### config.mk
export PLATFORM = sky130hd
export DESIGN_NAME = mem_port_arbiter
export DESIGN_NICKNAME = d
export VERILOG_FILES = /design/src/rtl/mem_port_arbiter_pkg.sv /design/src/rtl/rr_arb2.sv /design/src/rtl/mem_port_arbiter.sv
export SDC_FILE = /design/constraint.sdc
export NUM_CORES = 1
export LEC_CHECK = 0
export ABC_AREA = 1
export CAP_MARGIN = 25
export CORE_MARGIN = 1
export CORE_UTILIZATION = 30
export CTS_CLUSTER_SIZE = 10
export DETAILED_ROUTE_END_ITERATION = 8
export PLACE_DENSITY = 0.67
export SLEW_MARGIN = 20
export SYNTH_ARGS = -nofsm -noshare
export SYNTH_HDL_FRONTEND = slang
export SYNTH_HIERARCHICAL = 1
export SYNTH_SLANG_ARGS = --single-unit
### constraint.sdc
create_clock -name Clk -period 2.1 [get_ports Clk]
set_clock_uncertainty 0.1 [all_clocks]
set_input_delay 0.21 -clock Clk [delete_from_list [all_inputs] [get_ports Clk]]
set_output_delay 0.21 -clock Clk [all_outputs]
set_load 0.02 [all_outputs]
### src/rtl/mem_port_arbiter_pkg.sv
// mem_port_arbiter_pkg: shared encodings and limits for the memory port arbiter
package mem_port_arbiter_pkg;
  typedef enum logic [1:0] {IDLE = 2'd0, ACCESS = 2'd1, RESP = 2'd2} state_e;
  localparam int PORT_IF = 0;
  localparam int PORT_DATA = 1;
  localparam int MAX_WAIT_CYCLES = 15;
  localparam int CNT_W = 4;
endpackage

### src/rtl/rr_arb2.sv
// rr_arb2: two-way round-robin arbiter; a tie goes to the port not served last
module rr_arb2 (
  input  logic [1:0] req_i,
  input  logic [1:0] excl_i,
  input  logic       last_i,
  output logic       grant_valid_o,
  output logic       grant_idx_o
);
  logic [1:0] elig;
  assign elig = req_i & ~excl_i;
  assign grant_valid_o = |elig;
  assign grant_idx_o = &elig ? ~last_i : elig[1];
endmodule

### src/rtl/mem_port_arbiter.sv
// mem_port_arbiter: round-robin sharing of one word memory between the fetch and load/store ports
module mem_port_arbiter
  import mem_port_arbiter_pkg::*;
#(
  parameter int WAIT_CYCLES = 0,
  parameter int AW = 32,
  parameter int DW = 32
) (
  input  logic          Clk,
  input  logic          Rst,
  input  logic          Req0,
  input  logic [AW-1:0] Addr0,
  input  logic          WE0,
  input  logic [DW-1:0] WData0,
  output logic          Ack0,
  output logic [DW-1:0] RData0,
  input  logic          Req1,
  input  logic [AW-1:0] Addr1,
  input  logic          WE1,
  input  logic [DW-1:0] WData1,
  output logic          Ack1,
  output logic [DW-1:0] RData1,
  output logic [AW-1:0] MemAddr,
  output logic [DW-1:0] MemWData,
  output logic          MemRead,
  output logic          MemWrite,
  input  logic [DW-1:0] MemRData,
  output logic          Busy,
  output logic          Grant
);
  if (WAIT_CYCLES < 0 || WAIT_CYCLES > MAX_WAIT_CYCLES) begin : g_bad_wait
    $error("WAIT_CYCLES must be within 0..%0d", MAX_WAIT_CYCLES);
  end
  localparam logic [CNT_W-1:0] CNT_INIT = CNT_W'(WAIT_CYCLES);
  state_e state_q, state_d;
  logic [CNT_W-1:0] cnt_q, cnt_d;
  logic last_q, last_d, grant_q, grant_d, we_q, we_d;
  logic [AW-1:0] addr_q, addr_d;
  logic [DW-1:0] wdata_q, wdata_d, rdata0_q, rdata0_d, rdata1_q, rdata1_d;
  logic [1:0] excl;
  logic gv, gi, take, done;
  // In RESP the port being acked still holds Req, so it sits out this round
  assign excl = state_q == RESP ? (grant_q == 1'(PORT_DATA) ? 2'b10 : 2'b01) : 2'b00;
  assign take = gv && state_q != ACCESS;
  assign done = state_q == ACCESS && cnt_q == '0;
  rr_arb2 u_arb (
    .req_i        ({Req1, Req0}),
    .excl_i       (excl),
    .last_i       (last_q),
    .grant_valid_o(gv),
    .grant_idx_o  (gi)
  );
  always_ff @(posedge Clk) begin
    if (Rst) begin
      state_q  <= IDLE;
      cnt_q    <= '0;
      last_q   <= 1'b1;
      grant_q  <= 1'b0;
      we_q     <= 1'b0;
      addr_q   <= '0;
      wdata_q  <= '0;
      rdata0_q <= '0;
      rdata1_q <= '0;
    end else begin
      state_q  <= state_d;
      cnt_q    <= cnt_d;
      last_q   <= last_d;
      grant_q  <= grant_d;
      we_q     <= we_d;
      addr_q   <= addr_d;
      wdata_q  <= wdata_d;
      rdata0_q <= rdata0_d;
      rdata1_q <= rdata1_d;
    end
  end
  always_comb begin
    state_d = take ? ACCESS : state_q == ACCESS ? (done ? RESP : ACCESS) : IDLE;
    cnt_d = take ? CNT_INIT : (state_q == ACCESS && !done) ? cnt_q - CNT_W'(1) : cnt_q;
    last_d = take ? gi : last_q;
    grant_d = take ? gi : grant_q;
    we_d = take ? (gi ? WE1 : WE0) : we_q;
    addr_d = take ? (gi ? Addr1 : Addr0) : addr_q;
    wdata_d = take ? (gi ? WData1 : WData0) : wdata_q;
    rdata0_d = (done && !we_q && grant_q == 1'(PORT_IF)) ? MemRData : rdata0_q;
    rdata1_d = (done && !we_q && grant_q == 1'(PORT_DATA)) ? MemRData : rdata1_q;
  end
  always_comb begin
    MemRead = state_q == ACCESS && !we_q;
    MemWrite = done && we_q;
    Ack0 = state_q == RESP && grant_q == 1'(PORT_IF);
    Ack1 = state_q == RESP && grant_q == 1'(PORT_DATA);
    Busy = state_q == ACCESS || state_q == RESP;
  end
  assign MemAddr = addr_q;
  assign MemWData = wdata_q;
  assign Grant = grant_q;
  assign RData0 = rdata0_q;
  assign RData1 = rdata1_q;
endmodule

==> run_1/m1.png <==
The bar under the picture is 50 um long. Supply wires on this layer in grey.
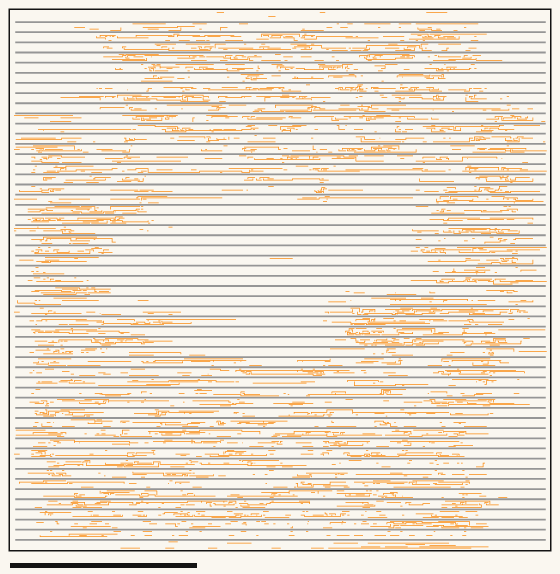
main direction	horizontal
nets with wire on the layer	1206

==> run_1/m2.png <==
The bar under the picture is 50 um long.
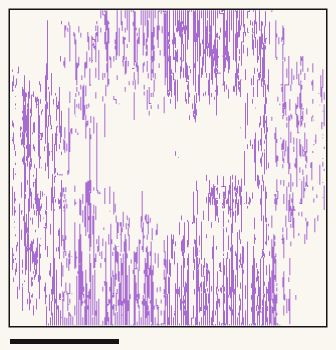
share of all routed wire	50%
main direction	vertical
longest straight run	49.0 um
wire length on this layer	9480 um

==> impl_metrics.yaml, run 1 <==
# synthesis and place-and-route metrics
route:
  dr_total_vias: 6256
  viasPerCell: 4.31
  firstDrtPassIters: 4
  ant_nets: 0
  drt_iter0_drc: 211
  post_drt_wl_per_cell_um: 13.0
  drcViolationCount: 0
yosys:
  ys_warn_count: 6
  synth_top_area_share_pct: 44.9
  async_flop_share_pct: 0
  synthTopCellsByCount: "nand2_1 (266), dfxtp_1 (137), inv_1 (137), nor2_1 (135), a21oi_1 (63)"
  netlist_top_cells_area: "dfxtp_1 (45%), nand2_1 (16%), inv_1 (8.4%)"
  yosys_area_um2: 6110
  yosys.cell_types.count: 20
  yosysTopAreaCell: "dfxtp_1"
  edf_count: 0
  netlist_area_um2: 6110
  floorplan.nets: 1058
  ys_seq_share_pct: 44.9
  synth-main-ff-cell: "dfxtp_1"
  syn_area_per_cell_um2: 6.88
  most_common_cell: "nand2_1"
  ys_cells: 888
  synth_flops: 137
setup_path:
  endpoint_kind: "output pin"
  cp_data_required_time_ps: 1790
  arrival_ps: 1630
  crit_path_max_fanout: 5
  start_kind: "register"
  ff2ff_path_depth: 10
  critPathKind: "register to output pin"
job:
  maxCapViolations: 0
  warnings: 28
run_status:
  status: "completed"
sta:
  setup_tns_ps: 0
  relSlewSlack_pct: 53.2
  period_minus_slack_ps: 1940
  fmax_ghz: 0.516
  finalSetupViolations: 0
  tightest_slew_ps: 703
  fin_crit_sh_pct: 92.3
  finalHoldViolCount: 0
power_and_ir_drop:
  p_per_area_nw_per_um2: 794
  ir_worst_vdd_mv: 0.499
placement:
  io_buffer_count: 299
  hpwlAfterDp_um: 13700
  dp_cells: 1420
  gp_congestion: 0.829
clock_network:
  cts_hold_buffers: 0
  clock_latency_ps: 410
  path_clk_slew_ps: 60
  cts_root_buffer: "clkbuf_16"
  cts_tree: "done"
  clock_sinks: 137
  cts_setup_buffers: 0
  cts-htree-levels: 4
  clk_path_buf_depth: 2
grt:
  grt.overflow.total: 0
  grt_pass1_wl_um: 29300
  grt_usage_pct: 18.1
  grt_pass1_vias: 5697
  grt_start_max_net_pins: 68
  antenna_found_initial: 0
die:
  fp-utilization_pct: 31.0
  die_x_um: 145
  dieHeight_um: 145
  ioPinCount: 300
  fp.coreArea_um2: 19700
  num_rows: 51
final_layout:
  utilization_pct: 50.8
  n_antenna_cell: 0
  drive_above_1_share_pct: 5.47
  synthToLayoutAreaGrowth_pct: 64.0
  nets: 1345
  finalNonFillerCells: 1453
hold_path:
  hold_depth: 4
  hold_class: "primary input to register"
==> run_1/m3.png <==
Cells faint in the background.
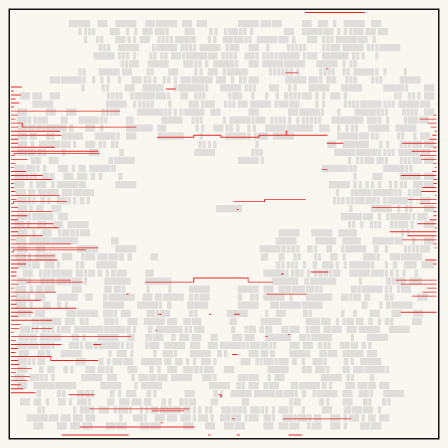
longest straight run	40.2 um
share of all routed wire	6.7%
main direction	horizontal

-- run 1: flip-flops by register name, indices dropped and copies added (netlist names) --
| name | cells |
|---|---|
| state_q | 2 |
| MemWData | 32 |
| cnt_q | 4 |
| last_q | 1 |
| RData0 | 32 |
| RData1 | 32 |
| MemAddr | 32 |
| Grant | 1 |
| we_q | 1 |
-- run 1: logic make-up (layout without fill, tap and decap cells) --
kind of cell | Yosys count | in the layout | synth area share, %
DFF | 137 | 137 | 44.9
adders and majority gates | 4 | 4 | 0.820
muxes | 6 | 6 | 0.984
and+or+nand+nor | 416 | 416 | 26.7
AOI/OAI and AO/OA | 131 | 131 | 13.2
buffers and inverters | 194 | 494 | 13.4
-- run 1: layout by cell type, fill, tap and decap left out, types with 4 or more instances in the layout --
| cell | synthesis | layout |
|---|---|---|
| clkdlybuf4s50_1 | 0 | 293 |
| nand2_1 | 266 | 265 |
| dfxtp_1 | 137 | 137 |
| inv_1 | 137 | 136 |
| nor2_1 | 135 | 135 |
| a21oi_1 | 63 | 63 |
| o211ai_1 | 59 | 59 |
| clkbuf_16 | 0 | 18 |
| buf_4 | 5 | 12 |
| nand3_1 | 10 | 10 |
| buf_12 | 0 | 8 |
| o21ai_0 | 7 | 7 |
| mux2i_1 | 6 | 6 |
| ha_1 | 4 | 4 |
| clkinvlp_4 | 0 | 4 |
-- run 1: where the power goes --
group	internal [W]	switching, W	total (W)
combinational	0.00103	0.00106	0.00209
sequential	0.00285	0.000129	0.00298
clock	0.00168	0.00121	0.00288
total	0.00555	0.00240	0.00795
-- run 1: cell type report --
class                           instances  area [um^2]
Clock buffer                           20          447
Clock inverter                         12          118
Fill cell                            1915         9710
Inverter                              141          534
Multi-Input combinational cell        557         2550
Sequential cell                       137         2740
Tap cell                              265          332
Timing Repair Buffer                  321         3290
-- run 1: metrics by stage --
step / setup slack [ps] / cell area [um^2] / hold WS [ps] / power [W]
global route: 4.65 / 10000 / 97.0 / 0.00837
floorplan: 85.3 / 6110 / 245 / 0.00408
CTS: 39.0 / 9970 / 40.3 / 0.00805
global placement: 190 / 9410 / 352 / 0.00510
finish: 161 / 10000 / 64.7 / 0.00795
detailed placement: 195 / 9410 / 356 / 0.00512
-- run 1: metal layers --
metal / global-route usage, % / up-vias / part of all wire (%) / wire (um)
met5: 0 / - / 0 / 0
met4: 7.59 / 0 / 2.4 / 462
met3: 5.96 / 29 / 6.7 / 1270
met2: 31.3 / 168 / 50 / 9480
met1: 20.4 / 2774 / 41 / 7720
li1: - / 3285 / - / -
-- run 1: final timing paths --
check,slack (ps),from,endpoint
min reg2reg,360,MemAddr[22],MemAddr[22]
max reg2reg,220,state_q[0],we_q
max,160,state_q[1],MemRead
min,60,Rst,MemWData[29]
-- run 1: repair_timing --
action | in CTS | in global routing
gates cloned | 0 | 1
setup endpoints to repair | 2 | 15
pin swaps | 0 | 1
gates resized | 2 | 9
-- run 1: worst max-delay path: stages (launching register included) --
cell and delay (ps):
dfxtp_1 310, inv_1 50, ha_1 260, inv_2 120
nor2_8 130, dlygate4sd2_1 350
==> run_1/congestion_map.png <==
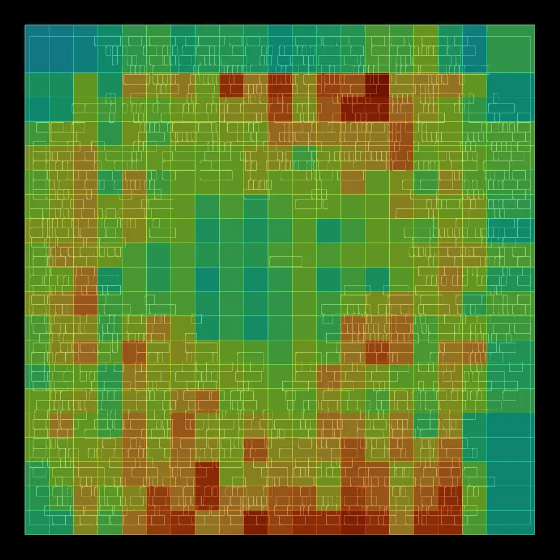

--- run 2 (diff from run 1) ---
--- a/config.mk
+++ b/config.mk
@@ -11,9 +11,8 @@
 export CORE_UTILIZATION = 30
 export CTS_CLUSTER_SIZE = 10
 export DETAILED_ROUTE_END_ITERATION = 8
-export PLACE_DENSITY = 0.67
+export PLACE_DENSITY = 0.66
 export SLEW_MARGIN = 20
 export SYNTH_ARGS = -nofsm -noshare
 export SYNTH_HDL_FRONTEND = slang
-export SYNTH_HIERARCHICAL = 1
 export SYNTH_SLANG_ARGS = --single-unit
==> run_2/congestion_map.png <==
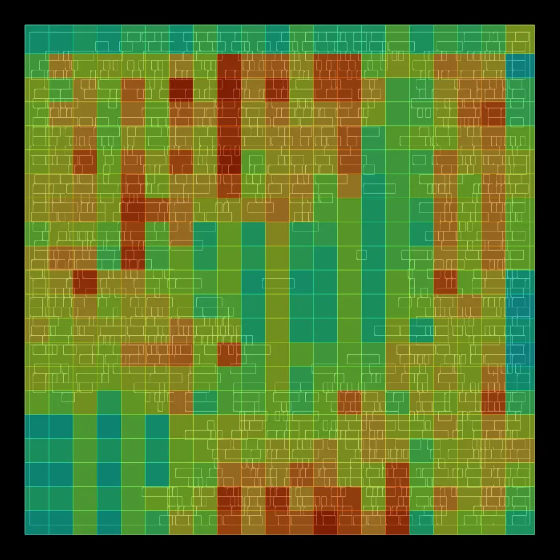
layer with the highest usage: met2
routing usage on met1: 24.6%
M2 GR Usage: 31.9%

==> run_2/m1.png <==
The bar under the picture is 50 um long. Supply wires on this layer in grey.
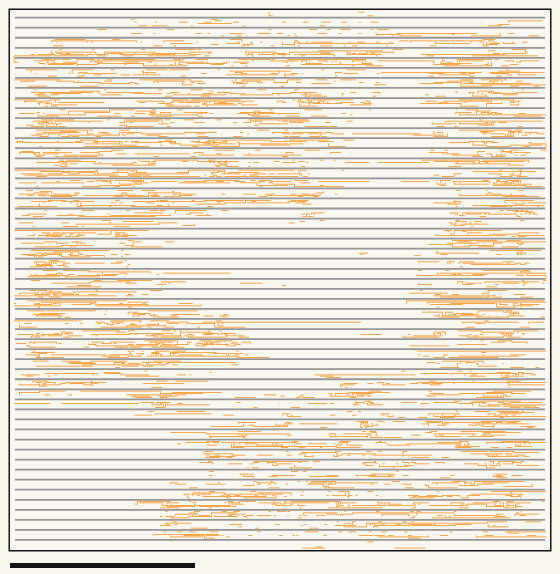
main direction	horizontal
wire length on this layer	9070 um
nets with wire on the layer	1103
Routed WL: 21200 um
vias post-DR: 6605

==> run_2/m4.png <==
The bar under the picture is 50 um long. Supply wires on this layer in grey.
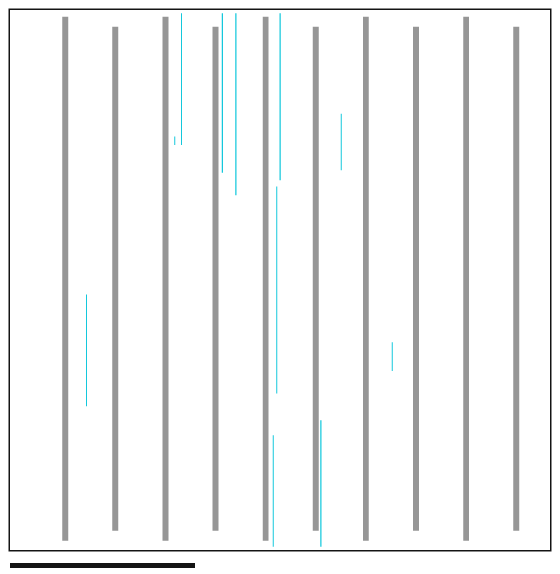
share of all routed wire	1.6%
wire length on this layer	346 um
longest straight run	55.8 um
main direction	vertical

==> impl_metrics.yaml, run 2 <==
# synthesis and place-and-route metrics
run_status:
  status: "completed"
yosys:
  most_common_cell: "nand2_1"
  synth_flops: 137
  ys_cells: 851
  floorplan.nets: 1021
  yosys.cell_types.count: 23
  netlist_top_cells_area: "dfxtp_1 (44%), nand2_1 (17%), nand3b_1 (7.7%)"
  syn_area_per_cell_um2: 7.33
final_layout:
  nFillCells: 1972
  finalNonFillerCells: 1403
  synthToLayoutAreaGrowth_pct: 59.9
  final_layout_top_logic_cells: "clkdlybuf4s50_1 (293), nand2_1 (275), dfxtp_1 (137), inv_1 (79), nand3_1 (69)"
  combGateArea_um2: 2790
  nets: 1290
  layout_top_cell: "clkdlybuf4s50_1"
setup_path:
  arrival_ps: 1680
  critPathKind: "register to output pin"
  crit_path_max_fanout: 4
  endpoint_kind: "output pin"
sta:
  relSlewSlack_pct: 53.5
  fin_crit_sh_pct: 94.8
  finalHoldViolCount: 0
  fmax_ghz: 0.503
  setup_tns_ps: 0
  tightest_slew_ps: 697
grt:
  grt_start_max_net_pins: 67
  antenna_found_initial: 0
  grt_pass1_wl_um: 33500
  grt_pass1_vias: 6162
  grt_usage_pct: 19.6
die:
  die_x_um: 146
  ioPinCount: 300
  fp-utilization_pct: 30.7
  fp.coreArea_um2: 20300
placement:
  dp_worst_setup_slack_ps: 203
  io_buffer_count: 299
route:
  wl_met2_um: 9970
  met1_length_um: 9070
  ant_nets: 0
  wl_met3_um: 1860
  viasPerCell: 4.71
  drt_iter0_drc: 285
clock_network:
  cts_root_buffer: "clkbuf_16"
  cts_tree: "done"
  clock_latency_ps: 410
job:
  warnings: 28
power_and_ir_drop:
  p_per_area_nw_per_um2: 782
  swShare_pct: 31.9
## run 2: cell types whose count changed in the layout (fill, tap and decap cells not counted), sizes merged, moves of 2 or more
cell    delta
o21ai      -6
nand4     +65
inv       -54
a21oi      +5
nand2     +14
nand3b    +64
clkbuf     -4
nor2     -130
nand3     +58
buf        -2
mux2i      -6
o211ai    -58
o22ai      -2
## run 2: per-layer routing
layer	global-route usage, %	vias up
li1	-	3306
met1	24.6	3009
met2	31.9	265
met3	6.53	25
met4	5.31	0
met5	0	-
## run 2: worst paths after layout
path / depth (start not counted) / start / endpoint / slack [ps]
max: 5 / state_q[1] / MemRead / 110
min: 3 / MemRData[21] / RData0[21] / 300
max reg2reg: 10 / state_q[0] / MemWData[0] / 340
min reg2reg: 2 / MemAddr[19] / MemAddr[19] / 350
## run 2: metrics by stage
stage / instance area (um^2) / util, %
after floorplan: 6240 / -
after global placement: 9400 / 46.3
after detailed placement: 9400 / 46.3
after CTS: 9980 / 49.2
after global routing: 9980 / 49.2
final: 9980 / 49.2
## run 2: critical path, stage by stage, from the launching register on
cell and delay (ps):
dfxtp_1 310, inv_1 50, ha_1 210, inv_1 140, nor2_4 180, dlygate4sd2_1 370
## run 2: kinds of logic (layout without fill, tap and decap cells)
group           count (synthesis)  count (layout)  synth area share, %
compound gates                 70              70                 5.65
xor+xnor                        1               1                0.140
fa+ha+maj                       4               4                0.802
buf+inv                       151             433                 11.6
flops                         137             137                 43.9
simple gates                  488             488                 37.9
## run 2: area by class of cell
class | instances | share of cell area [%]
Clock buffer | 17 | 4.26
Clock inverter | 15 | 1.54
Inverter | 82 | 3.11
Multi-Input combinational cell | 563 | 27.9
Sequential cell | 137 | 27.5
Tap cell | 270 | 3.38
Timing Repair Buffer | 319 | 32.3
## run 2: power by group through the flow
stage	registers [W]	logic, W	clock network, W
finish	0.00294	0.00194	0.00292
global route	0.00297	0.00209	0.00311
CTS	0.00294	0.00196	0.00301
detailed placement	0.00300	0.00195	0
global placement	0.00300	0.00195	0
floorplan	0.00325	0.000736	0
## run 2: repair_timing
item	4_1_cts	5_1_grt
cloned	0	0
buffers inserted	0	0
hold endpoints to repair	1	0
hold buffers	1	0
resized	3	4
setup endpoints to repair	3	3
Power figures rest on the tool's default switching activity, not on a simulated workload.
